Figure 1. Layout detail.
The bar under the picture is 20 microns long. Region (25, 79) to (75, 129) microns. Cells in gray, sequential cells in the stronger gray; small squares are vias.
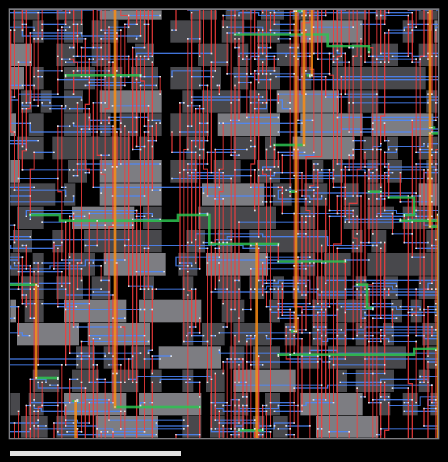
Figure 2. I/O pins on the die edge.
The bar under the picture is 20 microns long. Pins as bars across the die edge, other pins in gray.
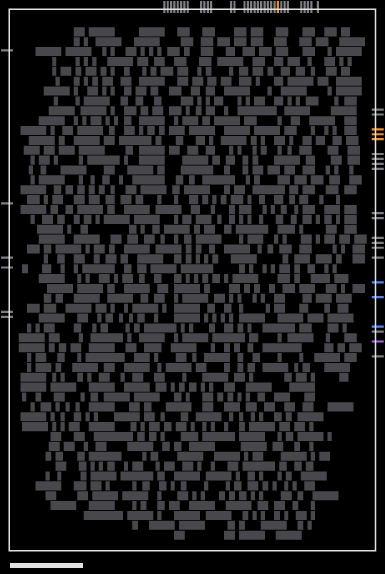
Figure 3. Sequential cells colored by netlist name.
The bar under the picture is 20 microns long.
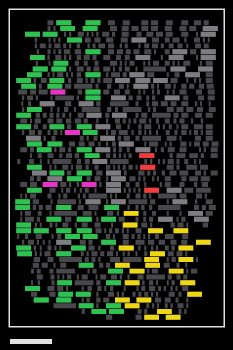
Figure 4. Metal 1.
The bar under the picture is 20 microns long.
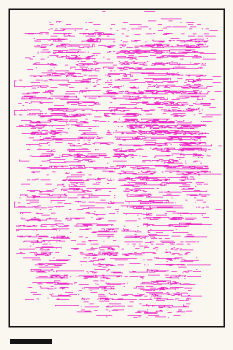
Figure 5. The clock network.
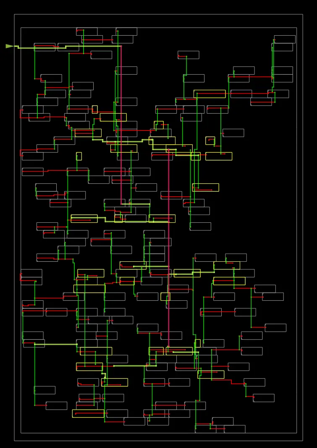
[src/rtl/clock_pkg.sv]
// Shared constants, digit limit helper and FSM state type for the clock editing front-end.
package clock_pkg;

  localparam logic [2:0] DIG_S1 = 3'd0;
  localparam logic [2:0] DIG_S2 = 3'd1;
  localparam logic [2:0] DIG_M1 = 3'd2;
  localparam logic [2:0] DIG_M2 = 3'd3;
  localparam logic [2:0] DIG_H1 = 3'd4;
  localparam logic [2:0] DIG_H2 = 3'd5;

  localparam logic [3:0] LIM_S1     = 4'd9;
  localparam logic [3:0] LIM_S2     = 4'd5;
  localparam logic [3:0] LIM_M1     = 4'd9;
  localparam logic [3:0] LIM_M2     = 4'd5;
  localparam logic [3:0] LIM_H1     = 4'd9;
  localparam logic [3:0] LIM_H1_H22 = 4'd3;
  localparam logic [3:0] LIM_H2     = 4'd2;

  typedef enum logic {RUN, EDIT} state_e;

  // Effective upper bound of a digit; h1 tightens to 3 in the 20-23 hour range.
  function automatic logic [3:0] digit_limit(input logic [2:0] idx, input logic [3:0] h2);
    case (idx)
      DIG_S1:  return LIM_S1;
      DIG_S2:  return LIM_S2;
      DIG_M1:  return LIM_M1;
      DIG_M2:  return LIM_M2;
      DIG_H1:  return (h2 == LIM_H2) ? LIM_H1_H22 : LIM_H1;
      DIG_H2:  return LIM_H2;
      default: return 4'd0;
    endcase
  endfunction

endpackage

[src/rtl/button_debounce.sv]
// Synchronizes and debounces one active-low button; emits a 1-cycle pulse on each press.
module button_debounce #(
  parameter int unsigned DEB_CYCLES = 4
) (
  input  logic clk,
  input  logic rst,
  input  logic btn_n,
  output logic level,
  output logic press
);

  localparam int unsigned   CW      = $clog2(DEB_CYCLES + 1);
  localparam logic [CW-1:0] CNT_MAX = CW'(DEB_CYCLES - 1);

  logic          sync1_q, sync2_q, level_q, level_d1_q, press_q;
  logic [CW-1:0] cnt_q;

  always_ff @(posedge clk) begin
    if (rst) begin
      sync1_q    <= 1'b1;
      sync2_q    <= 1'b1;
      level_q    <= 1'b1;
      level_d1_q <= 1'b1;
      press_q    <= 1'b0;
      cnt_q      <= '0;
    end else begin
      sync1_q    <= btn_n;
      sync2_q    <= sync1_q;
      level_d1_q <= level_q;
      press_q    <= level_d1_q & ~level_q;
      // Any sample matching the current level restarts the stability window.
      if (sync2_q == level_q) begin
        cnt_q <= '0;
      end else if (cnt_q == CNT_MAX) begin
        cnt_q   <= '0;
        level_q <= sync2_q;
      end else begin
        cnt_q <= cnt_q + 1'b1;
      end
    end
  end

  assign level = level_q;
  assign press = press_q;

endmodule

[src/rtl/time_set_ctrl.sv]
// RUN/EDIT front-end: debounced buttons select and adjust BCD digits, then load the clock core.
module time_set_ctrl
  import clock_pkg::*;
#(
  parameter int unsigned CLK_HZ      = 12000000,
  parameter int unsigned DEBOUNCE_MS = 10,
  parameter int unsigned BLINK_DIV   = 6000000
) (
  input  logic       clk,
  input  logic       rst,
  input  logic       b1,
  input  logic       b2,
  input  logic       b3,
  input  logic       b4,
  input  logic [3:0] cur_h2,
  input  logic [3:0] cur_h1,
  input  logic [3:0] cur_m2,
  input  logic [3:0] cur_m1,
  input  logic [3:0] cur_s2,
  input  logic [3:0] cur_s1,
  output logic [3:0] set_h2,
  output logic [3:0] set_h1,
  output logic [3:0] set_m2,
  output logic [3:0] set_m1,
  output logic [3:0] set_s2,
  output logic [3:0] set_s1,
  output logic       load,
  output logic       edit_mode,
  output logic [2:0] sel,
  output logic       blank
);

  localparam int unsigned   DEB_CYCLES = CLK_HZ / 1000 * DEBOUNCE_MS;
  localparam int unsigned   BW         = $clog2(BLINK_DIV);
  localparam logic [BW-1:0] BLINK_MAX  = BW'(BLINK_DIV - 1);

  logic [3:0] btn_n, lvl, prs;
  assign btn_n = {b4, b3, b2, b1};

  for (genvar i = 0; i < 4; i++) begin : g_deb
    button_debounce #(.DEB_CYCLES(DEB_CYCLES)) u_deb (
      .clk   (clk),
      .rst   (rst),
      .btn_n (btn_n[i]),
      .level (lvl[i]),
      .press (prs[i])
    );
  end

  state_e             state_q, state_d;
  logic [5:0][3:0]    dig_q, dig_d;
  logic [2:0]         sel_q, sel_d;
  logic               load_q, load_d;
  logic [BW-1:0]      bcnt_q, bcnt_d;
  logic               phase_q, phase_d;
  logic [3:0]         cap_h2, sel_dig, sel_lim;

  always_comb begin
    state_d = state_q;
    dig_d   = dig_q;
    sel_d   = sel_q;
    load_d  = 1'b0;
    bcnt_d  = '0;
    phase_d = 1'b0;
    cap_h2  = (cur_h2 > LIM_H2) ? 4'd0 : cur_h2;
    sel_dig = dig_q[sel_q];
    sel_lim = digit_limit(sel_q, dig_q[DIG_H2]);

    unique case (state_q)
      RUN: begin
        if (prs[0]) begin
          state_d        = EDIT;
          sel_d          = DIG_S1;
          dig_d[DIG_S1]  = (cur_s1 > LIM_S1) ? 4'd0 : cur_s1;
          dig_d[DIG_S2]  = (cur_s2 > LIM_S2) ? 4'd0 : cur_s2;
          dig_d[DIG_M1]  = (cur_m1 > LIM_M1) ? 4'd0 : cur_m1;
          dig_d[DIG_M2]  = (cur_m2 > LIM_M2) ? 4'd0 : cur_m2;
          dig_d[DIG_H2]  = cap_h2;
          dig_d[DIG_H1]  = (cur_h1 > digit_limit(DIG_H1, cap_h2)) ? 4'd0 : cur_h1;
        end
      end
      EDIT: begin
        // Free-running blink unless an action below restarts it.
        if (bcnt_q == BLINK_MAX) begin
          phase_d = ~phase_q;
        end else begin
          bcnt_d  = bcnt_q + 1'b1;
          phase_d = phase_q;
        end
        if (prs[0]) begin
          state_d = RUN;
          load_d  = 1'b1;
        end else if (prs[1]) begin
          sel_d   = (sel_q == DIG_H2) ? DIG_S1 : sel_q + 3'd1;
          bcnt_d  = '0;
          phase_d = 1'b0;
        end else if (prs[2] || prs[3]) begin
          if (prs[2]) dig_d[sel_q] = (sel_dig >= sel_lim) ? 4'd0 : sel_dig + 4'd1;
          else        dig_d[sel_q] = (sel_dig == 4'd0) ? sel_lim : sel_dig - 4'd1;
          if (sel_q == DIG_H2 && dig_d[DIG_H2] == LIM_H2 && dig_d[DIG_H1] > LIM_H1_H22) begin
            dig_d[DIG_H1] = LIM_H1_H22;
          end
          bcnt_d  = '0;
          phase_d = 1'b0;
        end
      end
      default: state_d = RUN;
    endcase
  end

  always_ff @(posedge clk) begin
    if (rst) begin
      state_q <= RUN;
      dig_q   <= '0;
      sel_q   <= '0;
      load_q  <= 1'b0;
      bcnt_q  <= '0;
      phase_q <= 1'b0;
    end else begin
      state_q <= state_d;
      dig_q   <= dig_d;
      sel_q   <= sel_d;
      load_q  <= load_d;
      bcnt_q  <= bcnt_d;
      phase_q <= phase_d;
    end
  end

  assign set_s1    = dig_q[DIG_S1];
  assign set_s2    = dig_q[DIG_S2];
  assign set_m1    = dig_q[DIG_M1];
  assign set_m2    = dig_q[DIG_M2];
  assign set_h1    = dig_q[DIG_H1];
  assign set_h2    = dig_q[DIG_H2];
  assign load      = load_q;
  assign edit_mode = (state_q == EDIT);
  assign sel       = sel_q;
  assign blank     = edit_mode & phase_q;

endmodule

[config.mk]
export PLATFORM = sky130hd
export DESIGN_NAME = time_set_ctrl
export DESIGN_NICKNAME = d
export VERILOG_FILES = /design/src/rtl/clock_pkg.sv /design/src/rtl/button_debounce.sv /design/src/rtl/time_set_ctrl.sv
export SDC_FILE = /design/constraint.sdc
export NUM_CORES = 1
export LEC_CHECK = 0
export CAP_MARGIN = 20
export CELL_PAD_IN_SITES_DETAIL_PLACEMENT = 1
export CELL_PAD_IN_SITES_GLOBAL_PLACEMENT = 1
export CORE_ASPECT_RATIO = 1.5
export CORE_MARGIN = 2
export CORE_UTILIZATION = 47
export CTS_CLUSTER_SIZE = 20
export DETAILED_ROUTE_END_ITERATION = 10
export PLACE_DENSITY = 0.87
export SLEW_MARGIN = 10
export SYNTH_ARGS = -nofsm -noshare
export SYNTH_HDL_FRONTEND = slang
export SYNTH_SLANG_ARGS = --single-unit
[constraint.sdc]
create_clock -name clk -period 8 [get_ports clk]
set_clock_uncertainty 0.1 [all_clocks]
set_input_delay 1.6 -clock clk [delete_from_list [all_inputs] [get_ports clk]]
set_output_delay 1.6 -clock clk [all_outputs]
set_load 0.1 [all_outputs]
==> impl_metrics.ini <==
; generated from flow reports
[yosys]
syn_inst = 775
synthXorXnorAreaFrac = 0.1093
muxShareOfSynthArea = 0.02209
async_flop_share = 0
synth_chip_area_sq_um = 6571
top_area_frac = 0.4296
synth.largest_area_cell = dfxtp_1
adder_share = 0.02856
logic_family = simple AND/OR/NAND/NOR gates

[cells_and_area]
fillers = 1567
largest_register = g_deb.u_deb.cnt_q
num-multi-input-gates = 578
area_growth_syn_to_layout_pct = 20.53
lay_top_count = nor2_1
final-comb-area_sq_um = 3521
num-nonclk-buffers = 61
clock_area_frac = 0.08341
drive_above_1_share = 0.06770
comb_share = 0.4445
fin_area_sq_um = 7920
dominant-cell-class = multi-input combinational cells

[final_timing]
grt_setup_unrepaired = no
worstMarginPinSlew_ns = 1.019
worst_slack_ns = 3.653
hold_viol = 0
finalSetupViolCount = 0

[power_and_ir_drop]
pwr-share-comb = 0.021
power_density_nw_per_um2 = 205.9
ir_worst_vdd_uv = 138.2

[status]
status = finished, final reports clean

[detailed_routing]
ant_nets = 0
highest_layer = met4
viasPerCell = 5.791
drt_iter0_drc = 204
firstDrtPassIters = 4
wl_met2_microns = 10370
post-route-drc-count = 0

[min_path]
min_from = g_deb[1].u_deb.level_d1_q$_SDFF_PP1_
hold_depth = 2

[worst_setup_path]
critical_path_depth = 14
path_class = flip-flop to flip-flop
critPathMaxStageDelay_ns = 0.95
critical_path.top_delay_family = AND-OR/OR-AND gates
cp-start-kind = flip-flop
rr_worst_depth = 14
crit_buf_inv = 1

[run]
tool_warnings = 27
max_cap_violations = 0

[clock_network]
holdBufCountCts = 0
post_cts_resized = 0

[global_route]
use_met3 = 0.05061
met2_usage = 0.4923
antenna_found_initial = 0

[placement]
dp_hpwl_microns = 12280
place_congestion = 0.9442

[floorplanning]
taps = 162
Back to the opening pictures, Figure 1:
[green] metal 3
[blue] metal 1
[red] metal 2
[orange] metal 4
cells with their middle in the window: 172
sequential cells in the window: 24
most frequent: nor2_1 (27), dfxtp_1 (24), nand2_1 (13)
netlist names of flops here include: g_deb.u_deb.cnt_q (7), set_h1 (3), set_s1 (3)

Back to the opening pictures, Figure 2:
[purple] blank | pins: 1 | direction: output | edge: east
[orange] set_s2 | pins: 4 | direction: output | edge: 3 east, 1 north
[blue] sel | pins: 3 | direction: output | edge: east
die extent in x: 100.5 microns
die y size: 148.8 microns
IO Port Bufs: 59

Back to the opening pictures, Figure 3:
[red] sel | placed flops: 3
[green] g_deb.u_deb.cnt_q | placed flops: 68
[magenta] g_deb.u_deb.sync2_q | placed flops: 4 | where: west
[yellow] bcnt_q | placed flops: 23
Register Area: 2823 sq um
sequential power: 0.706 mW
Util after Layout: 0.5824
sequential cell area share: 0.3564

Back to the opening pictures, Figure 4:
wire length on this layer: 6,920 microns
nets with wire on the layer: 819
longest straight run: 29.0 microns
main direction: horizontal
share of all routed wire: 38%
grt met1 use: 0.2596
detailed-route via count: 5,814

Back to the opening pictures, Figure 5:
flop count: 141
clk_lat worst skew: 0.42 ns

Power and IR drop assume default switching activity.
